<file path="src/rtl/fx_master.sv">
// fx_master: initiator side of the fx register bus.
// Converts upstream burst commands into fx write strobes or fx read
// request/response sequences, returning read bytes on a valid/ready stream.
module fx_master #(
  parameter int unsigned RD_LAT = 2
) (
  input  logic        clk_sys,
  input  logic        rst,
  input  logic        cmd_vld,
  output logic        cmd_rdy,
  input  logic        cmd_wr,
  input  logic [15:0] cmd_addr,
  input  logic [7:0]  cmd_len,
  input  logic        wd_vld,
  output logic        wd_rdy,
  input  logic [7:0]  wd_data,
  output logic        rd_vld,
  input  logic        rd_rdy,
  output logic [7:0]  rd_data,
  output logic        busy,
  output logic        cmd_done,
  output logic        fx_wr,
  output logic [15:0] fx_waddr,
  output logic [7:0]  fx_data,
  output logic        fx_rd,
  output logic [15:0] fx_raddr,
  input  logic [7:0]  fx_q
);

  typedef enum logic [2:0] {
    IDLE,
    WR,
    RD_REQ,
    RD_WAIT,
    RD_RSP
  } state_t;

  // Wait-counter value on the edge where the slave data is valid.
  localparam logic [3:0] LAT_LAST = 4'(RD_LAT - 1);

  state_t      state;
  state_t      state_next;
  logic [15:0] addr;
  logic [7:0]  len;
  logic [7:0]  beat;
  logic [3:0]  lat_cnt;
  logic        cmd_hs;
  logic        wd_hs;
  logic        rd_hs;
  logic        last_beat;
  logic        lat_done;

  assign busy = (state != IDLE);

  // Next-state selection plus the ready outputs and handshake qualifiers.
  always_comb begin
    state_next = state;
    cmd_rdy    = 1'b0;
    wd_rdy     = 1'b0;
    cmd_hs     = 1'b0;
    wd_hs      = 1'b0;
    rd_hs      = 1'b0;
    last_beat  = (beat == len);
    lat_done   = (lat_cnt == LAT_LAST);
    case (state)
      IDLE: begin
        cmd_rdy = !rst;
        cmd_hs  = cmd_vld && !rst;
        if (cmd_hs) begin
          state_next = cmd_wr ? WR : RD_REQ;
        end
      end
      WR: begin
        wd_rdy = !rst;
        wd_hs  = wd_vld && !rst;
        if (wd_hs && last_beat) begin
          state_next = IDLE;
        end
      end
      RD_REQ: begin
        state_next = RD_WAIT;
      end
      RD_WAIT: begin
        if (lat_done) begin
          state_next = RD_RSP;
        end
      end
      RD_RSP: begin
        rd_hs = rd_vld && rd_rdy;
        if (rd_hs) begin
          state_next = last_beat ? IDLE : RD_REQ;
        end
      end
      default: begin
        state_next = IDLE;
      end
    endcase
  end

  // State register.
  always_ff @(posedge clk_sys) begin
    if (rst) begin
      state <= IDLE;
    end else begin
      state <= state_next;
    end
  end

  // Datapath: fx_rd is raised on the edge entering RD_REQ so that the
  // strobe coincides with RD_REQ and read beats can repeat every RD_LAT+2.
  always_ff @(posedge clk_sys) begin
    if (rst) begin
      addr     <= 16'd0;
      len      <= 8'd0;
      beat     <= 8'd0;
      lat_cnt  <= 4'd0;
      fx_wr    <= 1'b0;
      fx_waddr <= 16'd0;
      fx_data  <= 8'd0;
      fx_rd    <= 1'b0;
      fx_raddr <= 16'd0;
      rd_vld   <= 1'b0;
      rd_data  <= 8'd0;
      cmd_done <= 1'b0;
    end else begin
      fx_wr    <= 1'b0;
      fx_rd    <= 1'b0;
      cmd_done <= 1'b0;
      case (state)
        IDLE: begin
          if (cmd_hs) begin
            len  <= cmd_len;
            beat <= 8'd0;
            if (cmd_wr) begin
              addr <= cmd_addr;
            end else begin
              fx_rd    <= 1'b1;
              fx_raddr <= cmd_addr;
              addr     <= cmd_addr + 16'd1;
            end
          end
        end
        WR: begin
          if (wd_hs) begin
            fx_wr    <= 1'b1;
            fx_waddr <= addr;
            fx_data  <= wd_data;
            addr     <= addr + 16'd1;
            beat     <= beat + 8'd1;
            cmd_done <= last_beat;
          end
        end
        RD_REQ: begin
          lat_cnt <= 4'd0;
        end
        RD_WAIT: begin
          if (lat_done) begin
            rd_data <= fx_q;
            rd_vld  <= 1'b1;
          end else begin
            lat_cnt <= lat_cnt + 4'd1;
          end
        end
        RD_RSP: begin
          if (rd_hs) begin
            rd_vld <= 1'b0;
            if (last_beat) begin
              cmd_done <= 1'b1;
            end else begin
              beat     <= beat + 8'd1;
              fx_rd    <= 1'b1;
              fx_raddr <= addr;
              addr     <= addr + 16'd1;
            end
          end
        end
        default: begin
        end
      endcase
    end
  end

endmodule

</file>
<file path="config.mk">
export PLATFORM = sky130hd
export DESIGN_NAME = fx_master
export DESIGN_NICKNAME = d
export VERILOG_FILES = /design/src/rtl/fx_master.sv
export SDC_FILE = /design/constraint.sdc
export NUM_CORES = 1
export LEC_CHECK = 0
export CAP_MARGIN = 0
export CORE_ASPECT_RATIO = 0.8
export CORE_MARGIN = 5
export CORE_UTILIZATION = 28
export DETAILED_ROUTE_END_ITERATION = 8
export PLACE_DENSITY = 0.47
export SYNTH_ARGS = -nofsm -noshare
export SYNTH_HDL_FRONTEND = slang
export SYNTH_SLANG_ARGS = --single-unit
</file>
<file path="constraint.sdc">
create_clock -name clk_sys -period 3 [get_ports clk_sys]
set_input_delay 0.3 -clock clk_sys [delete_from_list [all_inputs] [get_ports clk_sys]]
set_output_delay 0.3 -clock clk_sys [all_outputs]
set_load 0.03 [all_outputs]
</file>
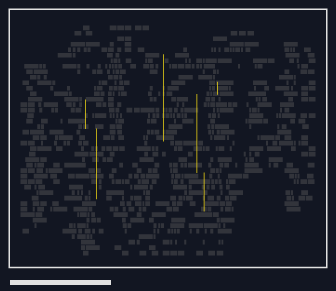
Figure 1: run 1, M4 wires.
Scale bar: 50 um.
share of all routed wire	1.0%
main direction	vertical
longest straight run	42.8 um
drt total wl: 15,470 um
total number of vias: 4,638

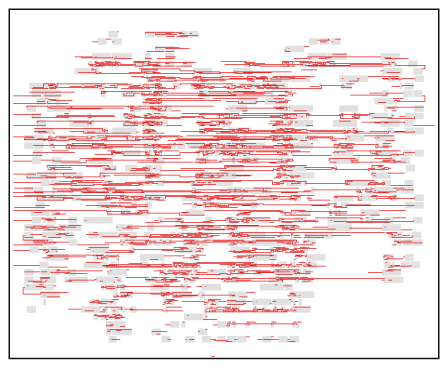
Figure 2: run 1, metal 1.
nets with wire on the layer	653
longest straight run	48.3 um

==> deck_impl_summary.md, run 1 <==
Flow Results at a Glance

Finish
  – Sequential cell count of the final layout: 91
  – Most common logic cell in the routed design: sky130_fd_sc_hd__nand2_1
  – Layout buffering overhead excluding clock cells: 0.1759
  – Share of final layout cell area taken by clock buffers and inverters: 0.05286
  – Comb area: 0.002743 sq mm
  – Number of logic gates: between 400 and 500
  – Antenna Cells: 0
  – Register area: about 0.0018 sq mm
  – Net total in the final layout: 726
  – Most instantiated logic cells after routing: 101 x sky130_fd_sc_hd__nand2_1, 99 x sky130_fd_sc_hd__clkdlybuf4s50_1, 91 x sky130_fd_sc_hd__dfxtp_1
  – Sequential portion of the cell area: 0.2872
  – Area growth from synthesis to final layout: 32.13%
  – Logic share of the area: 0.4323
  – Fillers: 1,710
  – Count of plain and timing-repair buffers: 116
  – Inverters: 14

Clock tree
  – Clk slew on worst S/H paths: 0.07 ns
  – TritonCTS clock tree: yes
  – CTS buffer count: 9
  – Number of post-CTS setup repair buffers: 0
  – Number of sinks driven by the clock tree: 91
  – Count of H-tree levels built during CTS: 3
  – Cell at the root of the clock tree: sky130_fd_sc_hd__clkbuf_16
  – Quantity of gates resized following cts: 0
  – Clk Latency, worst-skew pair: about 0.36 ns
  – Number of hold-repair buffers added at the cts stage: 0

Routing
  – Mean number of vias per cell: between 5 and 6
  – Pre-Repair DR Iteration Count: 4
  – Wire per inst: 17.19 um
  – Count of nets left with antenna violations after detail routing: 0
  – Routed length on met3: 953 um
  – Detailed Route Iter0 Violations: 329
  – Number of design rule violations left after detail routing: 0

Global route
  – Highest-utilization routing layer at the global route stage: met1
  – Global-route wire length before repair: 24,360 um
  – Remaining Overflow, GRT: 0
  – Pin count of the biggest net entering global routing: around 50
  – Via count of the first global-routing pass: 4,486
  – GR Layer Usage met1: 0.2346
  – Total global-route track usage: 0.1518

Power and ir drop
  – Register share of total power: 0.395
  – Post-route total power: about 0.0037 W
  – Sequential power: approximately 0.0015 W
  – Cell-internal power: 0.002419 W
  – Total net switching power: 0.001238 W
  – Switching power as a share of total power: 0.3387
  – Relative contribution of combinational cells to total power: 0.251
  – Power per cell area: 576.5 mW/mm^2
  – Clock power share: 0.354
  – Heaviest power group: registers
  – Max rail drop VDD: 0.2673 mV
  – Reported clock group power: 0.00130 W

Setup path
  – Category of the most critical setup path: reg2out
  – Data arrival at the endpoint of the critical path: 2.17 ns
  – Worst R2R Start: addr[1]
  – Slowest cell on crit path: sky130_fd_sc_hd__clkdlybuf4s50_1
  – Worst Path Required: 2.70 ns
  – Sequence of cells on the critical path: nand2_1 > nor2_1 > clkdlybuf4s50_1
  – Critical path destination: wd_rdy
  – Reg2reg setup slack: 0.69 ns
  – Worst reg2reg endpoint: addr[12]
  – Number of cells on the critical path: 3
  – Worst setup EP type: output port
  – Depth of the worst register-to-register path: 6
  – CP Max Fanout: 12

Place
  – Count of buffers inserted at the top-level ports: 100
  – Post-place instance area: 0.006008 sq mm
  – Pre-CTS setup slack: roughly 0.48 ns

Die
  – Horizontal die dimension: between 150 and 200 um
  – Site row count: 42
  – Number of top-level design ports: 101
  – Die height: ~130 um
  – Chip area: 0.01988 sq mm

Timing
  – Final setup slack of the worst path: 0.5330 ns
  – Time the final worst path needs with I/O delays and setup: 2.467 ns
  – Pins Over Slew Limit: 0
  – Transition time at the pin with the least slew margin: 0.9190 ns
  – Relative slew margins: 0.3865
  – Final count of negative-setup-slack endpoints: 0
  – Worst hold slack: 0.4746 ns
  – Final clock skew: between 0.01 and 0.015 ns
  – Setup repair after global routing missed its margin: no
  – Final clock period utilization by the worst path: 0.8223
  – Accumulated negative setup slack: 0 ns
  – Number of hold violations in the final report: 0
  – Timing-limited maximum frequency: 405.4 MHz

Synthesis
  – Portion of netlist area occupied by mux cells: 0.03127
  – Area fraction of the dominant cell type after synthesis: 0.3795
  – Synth Area in Simple Gates: 0.2705
  – Flops out of synthesis: around 91
  – Number of nets in the synthesized netlist: 645
  – Post-Syn Area: roughly 0.0048 sq mm
  – Dominant cell type by area after synthesis: sky130_fd_sc_hd__dfxtp_1
  – Adder-cell share of the synthesized area: 0.01303
  – Fraction of registers with async set/reset: 0
  – Average instance area after synthesis: 8.082 sq um
  – XOR-XNOR Cells, Area Fraction: 0.04561
  – And-or/or-and share of the synthesized area: 0.2090
  – Dominant kind of combinational cell: simple AND/OR/NAND/NOR gates
  – Area figure in the yosys stat output: 0.004801 sq mm
  – Count of library flops with an enable pin: 0
  – Synth warn: 0

Hold path
  – Hold Crit Endpoint: len[1]
  – Origin of the worst min-delay path: len[1]
  – Kind of path behind the tightest hold check: reg2reg

Job
  – Max cap viols: 0
  – Warning total across the stage logs: 27

Status
  – Status: finished, final reports clean
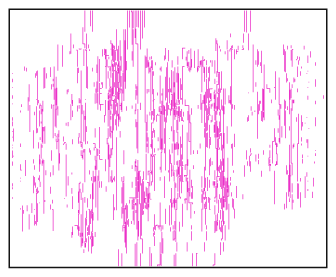
Figure 3: run 1, M2 wires.
nets with wire on the layer	554
share of all routed wire	39%
met2 GRT Util: 0.2038

-- run 1: registers in the layout, indices dropped and copies added (netlist names), 3 cells and up --
signal	count
beat	8
lat_cnt	4
fx_raddr	16
rd_data	8
len	8
addr	16
fx_waddr	16
state	3
fx_data	8
-- run 1: worst reg2reg max path, stage by stage, from the launching register on --
cell,delay (ns)
sky130_fd_sc_hd__dfxtp_1,0.49
sky130_fd_sc_hd__ha_1,0.26
sky130_fd_sc_hd__nand3_1,0.14
sky130_fd_sc_hd__nor3_1,0.67
sky130_fd_sc_hd__a41oi_1,0.21
sky130_fd_sc_hd__a2111o_1,0.41
sky130_fd_sc_hd__o31ai_1,0.06
-- run 1: through the flow --
stage	util	instances
after global routing	0.3796	900
after detailed placement	0.3595	884
after CTS	0.3796	900
final	0.3796	900
after global placement	0.3595	884
after floorplan	-	594
--- run 2 (diff from run 1) ---
PLACE_DENSITY = 0.49   (was 0.47)
clock period = 2.09 ns   (was 3 ns; I/O delays follow)
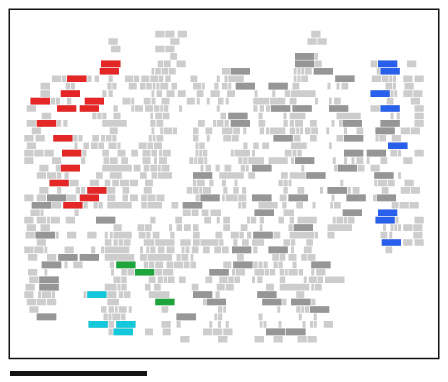
Figure 4: run 2, where the registers sit.
Scale bar: 50 um. Other sequential cells in the stronger gray, the rest of the logic in the fainter gray.
color	signal	sequential cells
blue	fx_data	8
green	state	3
red	fx_raddr	16
cyan	lat_cnt	4

==> run 2 against run 1 <==
Compared with the run above: sequential power grew about 40%; worst setup slack lost 0.41 ns; final cell count grew 6.1%; area after synthesis is the same; worst hold slack lost 0.081 ns; highest routed layer unchanged; power grew 51%; clock skew shrank 0.0055 ns; die area is the same; final area grew 7.9%; clock-buffer cell count is the same.
==> deck_impl_summary.md, run 2 <==
Flow Results at a Glance

Routing
  – Pre-Repair DR Iteration Count: 5 (+1)
  – Routed length on met3: 1128 um (+18%)
  – Wire per inst: 16.62 um (-3.3%)
  – Detailed Route Iter0 Violations: 329 (unchanged)
  – Mean number of vias per cell: 5.121 (-0.62%)
  – Number of design rule violations left after detail routing: 0 (unchanged)

Timing
  – Transition time at the pin with the least slew margin: 0.4736 ns (-0.4454 ns)
  – Time the final worst path needs with I/O delays and setup: 1.971 ns
  – Setup repair after global routing missed its margin: yes
  – Final clock period utilization by the worst path: 0.9432
  – Worst hold slack: 0.3940 ns (-0.08051 ns)
  – Relative slew margins: 0.6813 (+0.2949)
  – Final clock skew: 0.005600 ns (-0.005548 ns)
  – Pins Over Slew Limit: 0 (unchanged)
  – Final count of negative-setup-slack endpoints: 0 (unchanged)

Synthesis
  – Area figure in the yosys stat output: 0.004801 sq mm (unchanged)
  – Post-Syn Area: 0.004801 sq mm (unchanged)
  – Portion of netlist area occupied by mux cells: 0.03127 (unchanged)
  – Synth warn: 0 (unchanged)
  – XOR-XNOR Cells, Area Fraction: 0.04561 (unchanged)
  – Dominant kind of combinational cell: simple AND/OR/NAND/NOR gates
  – Dominant cell type by area after synthesis: sky130_fd_sc_hd__dfxtp_1
  – Number of nets in the synthesized netlist: 645 (unchanged)
  – Adder-cell share of the synthesized area: 0.01303 (unchanged)
  – Area fraction of the dominant cell type after synthesis: 0.3795 (unchanged)
  – Count of library flops with an enable pin: 0 (unchanged)
  – Average instance area after synthesis: 8.082 sq um (unchanged)
  – Flops out of synthesis: 91 (unchanged)

Hold path
  – Hold Crit Endpoint: len[2]
  – Kind of path behind the tightest hold check: in2reg
  – Origin of the worst min-delay path: cmd_len[2]

Die
  – Die height: 127.1 um (unchanged)
  – Number of top-level design ports: 101 (unchanged)
  – Horizontal die dimension: 156.4 um (unchanged)

Place
  – Count of buffers inserted at the top-level ports: 100 (unchanged)
  – Pre-CTS setup slack: -0.1705 ns (-0.6541 ns)
  – Post-place instance area: 0.006484 sq mm (+7.9%)
  – Cells after DPL: 939 (+6.2%)

Finish
  – Number of standard cells in the layout, taps in and fillers out: 955 (+6.1%)
  – Core utilization of the finished layout: 0.4097 (+0.03010)
  – Register area: 0.001822 sq mm (unchanged)
  – Most instantiated logic cells after routing: 101 x sky130_fd_sc_hd__nand2_1, 96 x sky130_fd_sc_hd__clkdlybuf4s50_1, 91 x sky130_fd_sc_hd__dfxtp_1
  – Most common logic cell in the routed design: sky130_fd_sc_hd__nand2_1
  – Antenna Cells: 0 (unchanged)
  – Largest registers ranked by flip-flop count: addr (16), fx_raddr (16), fx_waddr (16)
  – Comb area: 0.002775 sq mm (+1.2%)

Global route
  – Total global-route track usage: 0.1578 (+0.006054)
  – Met2 GRT Util: 0.2177 (+0.01387)
  – Global-route wire length before repair: 25,540 um (+4.8%)
  – GR Layer Usage met1: 0.2449 (+0.01028)
  – Pin count of the biggest net entering global routing: 43 (-16%)
  – Via count of the first global-routing pass: 4,828 (+7.6%)

Power and ir drop
  – Power per cell area: 805.1 mW/mm^2 (+40%)
  – Post-route total power: 0.005512 W (+51%)

Setup path
  – Depth of the worst register-to-register path: 6 (unchanged)
  – Critical path destination: addr[12]
  – Sequence of cells on the critical path: or3b_4 > a211oi_4 > o21ai_1 > buf_4 > a2111o_1 > o31ai_1
  – Category of the most critical setup path: reg2reg
  – Worst Path Required: 2.36 ns (-0.34 ns)
  – CP Max Fanout: 10 (-2)
  – Worst R2R Start: state[2]
  – Worst reg2reg endpoint: addr[12]
  – Worst setup EP type: flop
  – Slowest cell on crit path: sky130_fd_sc_hd__or3b_4

Clock tree
  – Number of sinks driven by the clock tree: 91 (unchanged)
  – Number of hold-repair buffers added at the cts stage: 0 (unchanged)
  – CTS buffer count: 9 (unchanged)
  – Count of H-tree levels built during CTS: 3 (unchanged)
  – Clk slew on worst S/H paths: 0.07 ns (about the same)
  – TritonCTS clock tree: yes
  – Number of post-CTS setup repair buffers: 0 (unchanged)
  – Cell at the root of the clock tree: sky130_fd_sc_hd__clkbuf_16

Job
  – Max cap viols: 0 (unchanged)
  – Warning total across the stage logs: 28 (+3.7%)

Status
  – Status: finished, final reports clean
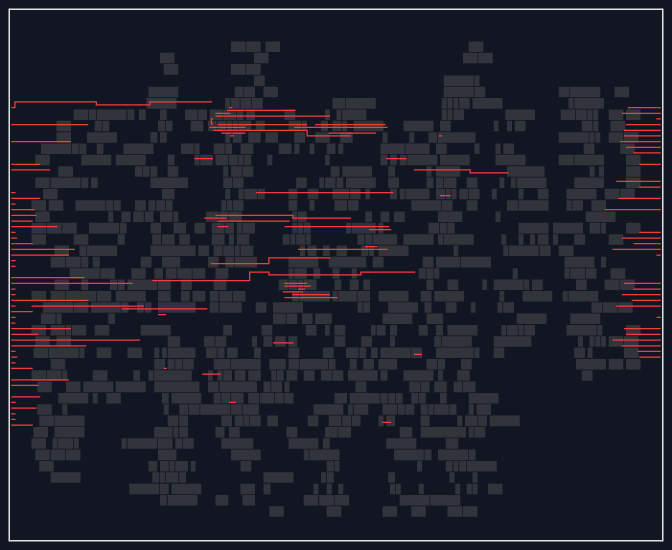
Figure 5: run 2, met3 routing.
share of all routed wire	7.1%
longest straight run	32.7 um
wire length on this layer	1,130 um
nets with wire on the layer	110
drt total wl: 15,880 um
total number of vias: 4,891
met3 Resource Use GR: 0.03989

==> run 2: final cells by class <==
| cell class | count | share of cell area |
|---|---|---|
| Tap cell | 220 | 0.04020 |
| Multi-Input combinational cell | 443 | 0.4053 |
| Inverter | 14 | 0.007675 |
| Sequential cell | 91 | 0.2661 |
| Clock inverter | 7 | 0.01791 |
| Timing Repair Buffer | 171 | 0.2299 |
| Clock buffer | 9 | 0.03289 |
==> run 2: where the power goes <==
part	internal [W]	switching, W	total, W
Clock	0.00118	0.000743	0.00192
Sequential	0.00187	0.000157	0.00203
Combinational	0.000683	0.000877	0.00156
Total	0.00373	0.00178	0.00551
==> run 2: repair_timing <==
item / 4_1_cts / 5_1_grt
resized: 2 / 4
setup endpoints to repair: 2 / 9
cloned: 0 / 0
Power is estimated from default activity; no workload was simulated.
